==> config.mk <==
export PLATFORM = sky130hd
export DESIGN_NAME = elc3_control
export DESIGN_NICKNAME = d
export VERILOG_FILES = /design/src/rtl/elc3_control.sv
export SDC_FILE = /design/constraint.sdc
export NUM_CORES = 1
export LEC_CHECK = 0
export CORE_MARGIN = 3
export CORE_UTILIZATION = 42
export DETAILED_ROUTE_END_ITERATION = 10
export DONT_BUFFER_PORTS = 1
export HOLD_SLACK_MARGIN = 0.05
export PLACE_DENSITY = 0.57
export SYNTH_ARGS = -nofsm -noshare
export SYNTH_HDL_FRONTEND = slang
export SYNTH_SLANG_ARGS = --single-unit
==> constraint.sdc <==
create_clock -name Clk -period 2.8 [get_ports Clk]
set_clock_uncertainty 0.2 [all_clocks]
set_input_delay 0.56 -clock Clk [delete_from_list [all_inputs] [get_ports Clk]]
set_output_delay 0.56 -clock Clk [all_outputs]
set_load 0.02 [all_outputs]
==> src/rtl/elc3_control.sv <==
// eLC-3 control unit: instruction sequencing FSM driving every load, gate,
// mux select, ALU and memory-control input of the Datapath. Outputs are
// registered and decoded from the state being entered, so each output
// pattern lines up exactly with the state register.
module elc3_control #(
    parameter int MEM_CYCLES = 2
) (
    input  logic       Clk,
    input  logic       Reset,
    input  logic       Run,
    input  logic       Continue,
    input  logic [4:0] IR_15_11,
    input  logic       IR_5,
    input  logic       BEN,
    output logic       LD_MAR,
    output logic       LD_MDR,
    output logic       LD_IR,
    output logic       LD_BEN,
    output logic       LD_REG,
    output logic       LD_CC,
    output logic       LD_PC,
    output logic       GatePC,
    output logic       GateMDR,
    output logic       GateALU,
    output logic       GateMARMUX,
    output logic       ADDR1MUX,
    output logic [1:0] ADDR2MUX,
    output logic [1:0] PCMUX,
    output logic [1:0] DRMUX,
    output logic [1:0] SR1MUX,
    output logic [1:0] SR2MUX,
    output logic [1:0] MARMUX,
    output logic [1:0] ALUK,
    output logic       MIO_EN,
    output logic       R_W,
    output logic       Halted,
    output logic       Paused
);

    typedef enum logic [4:0] {
        S_HALTED, S_F1, S_F2, S_F3, S_DEC,
        S_ADD, S_AND, S_NOT,
        S_BR0, S_BR1, S_JMP,
        S_JS0, S_JS1_PC, S_JS1_BASE,
        S_A0_PC, S_A0_BASE, S_M_RD, S_WB, S_S1, S_M_WR,
        S_LEA, S_P0, S_P1
    } state_t;

    typedef struct packed {
        logic       ld_mar, ld_mdr, ld_ir, ld_ben, ld_reg, ld_cc, ld_pc;
        logic       gate_pc, gate_mdr, gate_alu, gate_marmux;
        logic       addr1mux;
        logic [1:0] addr2mux, pcmux, drmux, sr1mux, sr2mux, marmux, aluk;
        logic       mio_en, r_w, halted, paused;
    } ctrl_t;

    // Wait counter just wide enough to reach MEM_CYCLES-1; it never wraps.
    localparam int CNT_W = (MEM_CYCLES > 1) ? $clog2(MEM_CYCLES) : 1;
    localparam logic [CNT_W-1:0] CNT_LAST = CNT_W'(MEM_CYCLES - 1);

    state_t           state, state_nx;
    logic [CNT_W-1:0] cnt, cnt_nx;
    logic             run_q;
    ctrl_t            ctrl;
    logic [3:0]       opcode;

    assign opcode = IR_15_11[4:1];

    // Output pattern for a state; ir5 only matters for ADD/AND, last only
    // for memory reads (LD_MDR on the final access cycle).
    function automatic ctrl_t decode(input state_t s, input logic ir5, input logic last);
        ctrl_t c;
        c = '0;
        case (s)
            S_HALTED: c.halted = 1'b1;
            S_F1: begin
                c.gate_pc = 1'b1;
                c.ld_mar  = 1'b1;
                c.ld_pc   = 1'b1;
            end
            S_F2, S_M_RD: begin
                c.mio_en = 1'b1;
                c.ld_mdr = last;
            end
            S_F3: begin
                c.gate_mdr = 1'b1;
                c.ld_ir    = 1'b1;
            end
            S_DEC: c.ld_ben = 1'b1;
            S_ADD, S_AND, S_NOT: begin
                c.sr1mux   = 2'b01;
                c.gate_alu = 1'b1;
                c.ld_reg   = 1'b1;
                c.ld_cc    = 1'b1;
                c.aluk     = (s == S_ADD) ? 2'b00 : (s == S_AND) ? 2'b01 : 2'b10;
                c.sr2mux   = (s == S_NOT) ? 2'b00 : {1'b0, ir5};
            end
            S_BR1: begin
                c.addr2mux = 2'b10;
                c.pcmux    = 2'b10;
                c.ld_pc    = 1'b1;
            end
            S_JMP, S_JS1_BASE: begin
                c.sr1mux   = 2'b01;
                c.addr1mux = 1'b1;
                c.pcmux    = 2'b10;
                c.ld_pc    = 1'b1;
            end
            S_JS0: begin
                c.gate_pc = 1'b1;
                c.drmux   = 2'b01;
                c.ld_reg  = 1'b1;
            end
            S_JS1_PC: begin
                c.addr2mux = 2'b11;
                c.pcmux    = 2'b10;
                c.ld_pc    = 1'b1;
            end
            S_A0_PC: begin
                c.gate_marmux = 1'b1;
                c.ld_mar      = 1'b1;
                c.addr2mux    = 2'b10;
            end
            S_A0_BASE: begin
                c.gate_marmux = 1'b1;
                c.ld_mar      = 1'b1;
                c.addr1mux    = 1'b1;
                c.sr1mux      = 2'b01;
                c.addr2mux    = 2'b01;
            end
            S_WB: begin
                c.gate_mdr = 1'b1;
                c.ld_reg   = 1'b1;
                c.ld_cc    = 1'b1;
            end
            S_S1: begin
                c.aluk     = 2'b11;
                c.gate_alu = 1'b1;
                c.ld_mdr   = 1'b1;
            end
            S_M_WR: begin
                c.mio_en = 1'b1;
                c.r_w    = 1'b1;
            end
            S_LEA: begin
                c.addr2mux    = 2'b10;
                c.gate_marmux = 1'b1;
                c.ld_reg      = 1'b1;
                c.ld_cc       = 1'b1;
            end
            S_P0, S_P1: c.paused = 1'b1;
            default: ;
        endcase
        return c;
    endfunction

    // Next-state and wait-counter logic.
    always_comb begin
        // NOTE: defaults first so every path assigns both targets; a missed
        // branch would otherwise infer a latch.
        state_nx = state;
        cnt_nx   = cnt;
        case (state)
            S_HALTED: if (Run && !run_q) state_nx = S_F1;
            S_F1:     state_nx = S_F2;
            S_F2, S_M_RD, S_M_WR: begin
                if (cnt == CNT_LAST) begin
                    cnt_nx   = '0;
                    state_nx = (state == S_F2) ? S_F3 : (state == S_M_RD) ? S_WB : S_F1;
                end else begin
                    cnt_nx = cnt + CNT_W'(1);
                end
            end
            S_F3:     state_nx = S_DEC;
            S_DEC: begin
                case (opcode)
                    4'b0001: state_nx = S_ADD;
                    4'b0101: state_nx = S_AND;
                    4'b1001: state_nx = S_NOT;
                    4'b0000: state_nx = S_BR0;
                    4'b1100: state_nx = S_JMP;
                    4'b0100: state_nx = S_JS0;
                    4'b0010, 4'b0011: state_nx = S_A0_PC;
                    4'b0110, 4'b0111: state_nx = S_A0_BASE;
                    4'b1110: state_nx = S_LEA;
                    4'b1101: state_nx = S_P0;
                    4'b1111: state_nx = S_HALTED;
                    default: state_nx = S_F1;
                endcase
            end
            S_BR0:    state_nx = BEN ? S_BR1 : S_F1;
            S_JS0:    state_nx = IR_15_11[0] ? S_JS1_PC : S_JS1_BASE;
            // Opcode bit 0 separates stores (0011/0111) from loads.
            S_A0_PC, S_A0_BASE: state_nx = opcode[0] ? S_S1 : S_M_RD;
            S_S1:     state_nx = S_M_WR;
            S_P0:     if (Continue) state_nx = S_P1;
            S_P1:     if (!Continue) state_nx = S_F1;
            default:  state_nx = S_F1;
        endcase
    end

    // State, counter, Run edge detector and registered outputs.
    always_ff @(posedge Clk) begin
        // NOTE: non-blocking assignments so every register samples the
        // pre-edge values, independent of statement order.
        if (!Reset) begin
            state <= S_HALTED;
            cnt   <= '0;
            run_q <= 1'b0;
            ctrl  <= decode(S_HALTED, 1'b0, 1'b0);
        end else begin
            state <= state_nx;
            cnt   <= cnt_nx;
            run_q <= Run;
            ctrl  <= decode(state_nx, IR_5, cnt_nx == CNT_LAST);
        end
    end

    assign LD_MAR     = ctrl.ld_mar;
    assign LD_MDR     = ctrl.ld_mdr;
    assign LD_IR      = ctrl.ld_ir;
    assign LD_BEN     = ctrl.ld_ben;
    assign LD_REG     = ctrl.ld_reg;
    assign LD_CC      = ctrl.ld_cc;
    assign LD_PC      = ctrl.ld_pc;
    assign GatePC     = ctrl.gate_pc;
    assign GateMDR    = ctrl.gate_mdr;
    assign GateALU    = ctrl.gate_alu;
    assign GateMARMUX = ctrl.gate_marmux;
    assign ADDR1MUX   = ctrl.addr1mux;
    assign ADDR2MUX   = ctrl.addr2mux;
    assign PCMUX      = ctrl.pcmux;
    assign DRMUX      = ctrl.drmux;
    assign SR1MUX     = ctrl.sr1mux;
    assign SR2MUX     = ctrl.sr2mux;
    assign MARMUX     = ctrl.marmux;
    assign ALUK       = ctrl.aluk;
    assign MIO_EN     = ctrl.mio_en;
    assign R_W        = ctrl.r_w;
    assign Halted     = ctrl.halted;
    assign Paused     = ctrl.paused;

endmodule
### Cell classes on the final placement

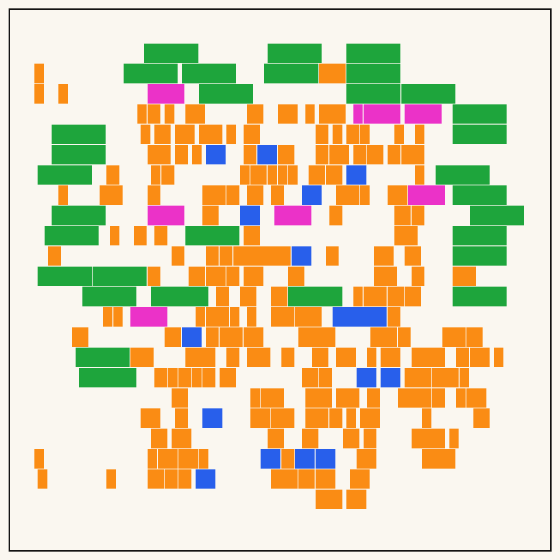
Key: blue = remaining buffers and delay cells [cells 15, share of their area 6.3%]; orange = remaining logic cells [cells 179, share of their area 57%]; magenta = clock drivers and dummy loads [cells 8, share of their area 5.1%]; green = sequential cells [cells 31, share of their area 32%]
core area: 4120 sq um
Rows: 23
post-layout util: 0.494

### Met1 routing

Scale bar: 20 microns. Supply wires on this layer in grey.
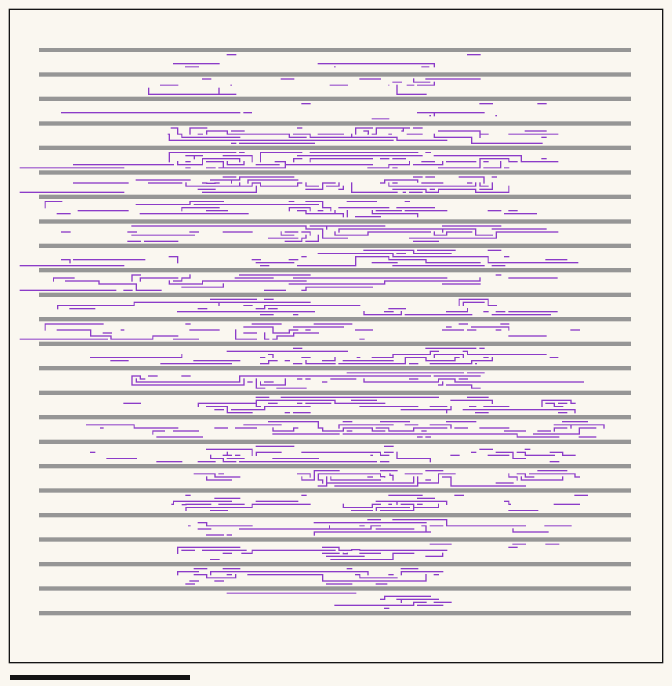
219 nets have wire on it. The longest straight run is 24.8 microns. The wires run mostly horizontal. The layer holds 48% of the routed length.
GRT met1 Usage: 0.249
Routed WL: 4.55 mm
DR vias: 1655

==> flow_metrics.py <==
# Metrics from the implementation run
metrics = {
    "finish": {
        "top_register": "state",
        "lay_top_count": "dfxtp_1",
    },
    "clocking": {
        "post_cts_buffers": 0,
        "cts_buffers": 5,
        "cts.hold.buffers_added": 0,
        "clkTransAtPathRegs_ns": 0.06,
    },
    "power": {
        "p_per_area_nw_per_um2": 523,
        "peakVddDrop_mv": 0.283,
    },
    "placed_design": {
        "dp_hpwl_mm": 3.32,
        "gp_congestion": 0.909,
    },
    "floorplan": {
        "die_x_microns": 72.4,
        "die_h_microns": 72.4,
    },
    "sta": {
        "setup_tns_ns": 0,
        "timing.fmax_mhz": 384,
        "worst_pin_slew_ns": 0.751,
    },
    "routing": {
        "via_per_inst": 5.85,
        "post-route-drc-count": 0,
    },
    "logic_synthesis": {
        "ys_seq_frac": 0.335,
        "synth_cells": 229,
        "syn_area_per_cell_sq_um": 8.10,
    },
    "min_path": {
        "min_from": "Run",
    },
    "outcome": {
        "outcome": "completed",
    },
    "setup_path": {
        "r2r_cells": 6,
        "critPathMaxFanout": 9,
    },
    "global_routing": {
        "antenna_found_initial": 0,
    },
    "run": {
        "warnings": 29,
    },
}
### M3 wires

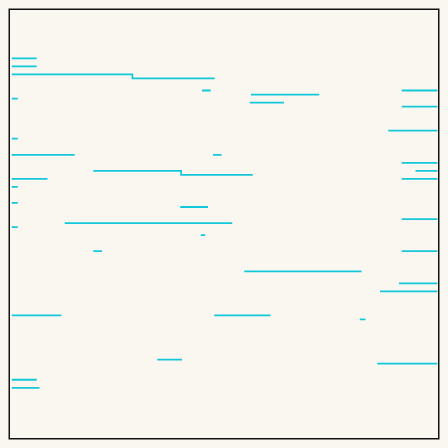
The wires run mostly horizontal. The layer holds 5.8% of the routed length.
Global Route met3 Usage: 0.0526

### The metal 2 layer

Cells faint in the background.
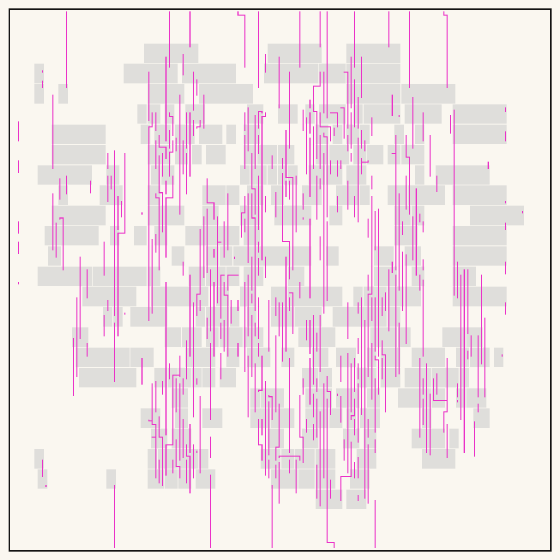
The longest straight run is 26.0 microns. The layer holds 44% of the routed length.
met2 usage: 0.270

## final cells by class
cell class,instances,share of cell area
Clock buffer,8,0.0492
Inverter,5,0.00923
Multi-Input combinational cell,174,0.543
Sequential cell,31,0.306
Tap cell,50,0.0308
Timing Repair Buffer,15,0.0615
## where the power goes
part / switching, mW / total [mW] / internal, mW
logic: 0.113 / 0.193 / 0.0809
registers: 0.0319 / 0.492 / 0.460
clock network: 0.154 / 0.378 / 0.224
## Yosys cell counts (5+ instances only)
cell type,number,area [sq um]
a211oi_1,5,37.5
a21oi_1,12,60.1
buf_2,8,40.0
buf_4,6,45.0
clkbuf_1,8,30.0
dfxtp_1,31,621
inv_1,5,18.8
nand2_1,16,60.1
nand3_1,14,70.1
nand3b_1,5,37.5
nor2_1,16,60.1
nor3_1,7,35.0
nor3b_1,5,37.5
o21ai_0,7,35.0
## critical path: stages (launching register included)
cell     delay (ns)
dfxtp_1        0.40
or4b_4         0.59
or2_0          0.24
o21ai_1        0.28
or4_1          0.33
nor2_1         0.11
a221o_1        0.33
## metal layers
layer  GRT usage  wire [microns]  vias up
li1            -               -      820
met1       0.249            2170      780
met2       0.270            2020       43
met3      0.0526             263       12
met4      0.0615              98        0
met5           0               0        -
## stage by stage
stage	setup slack, ns	instances
final	0.196	283
after global routing	0.0509	283
after CTS	0.0991	283
after detailed placement	0.116	275
after global placement	0.156	275
after floorplan	0.254	234
## kinds of logic after synthesis
group / Yosys count / share of synthesized area
other: 1 / 0.00202
buffers and inverters: 29 / 0.0803
AND-OR/OR-AND: 52 / 0.187
AND/OR/NAND/NOR: 105 / 0.335
adder cells (fa/ha/maj): 4 / 0.0270
flip-flops: 31 / 0.335
XOR/XNOR: 5 / 0.0236
multiplexers: 2 / 0.0108
No activity file was given, so power comes from the tool's default toggle rates.
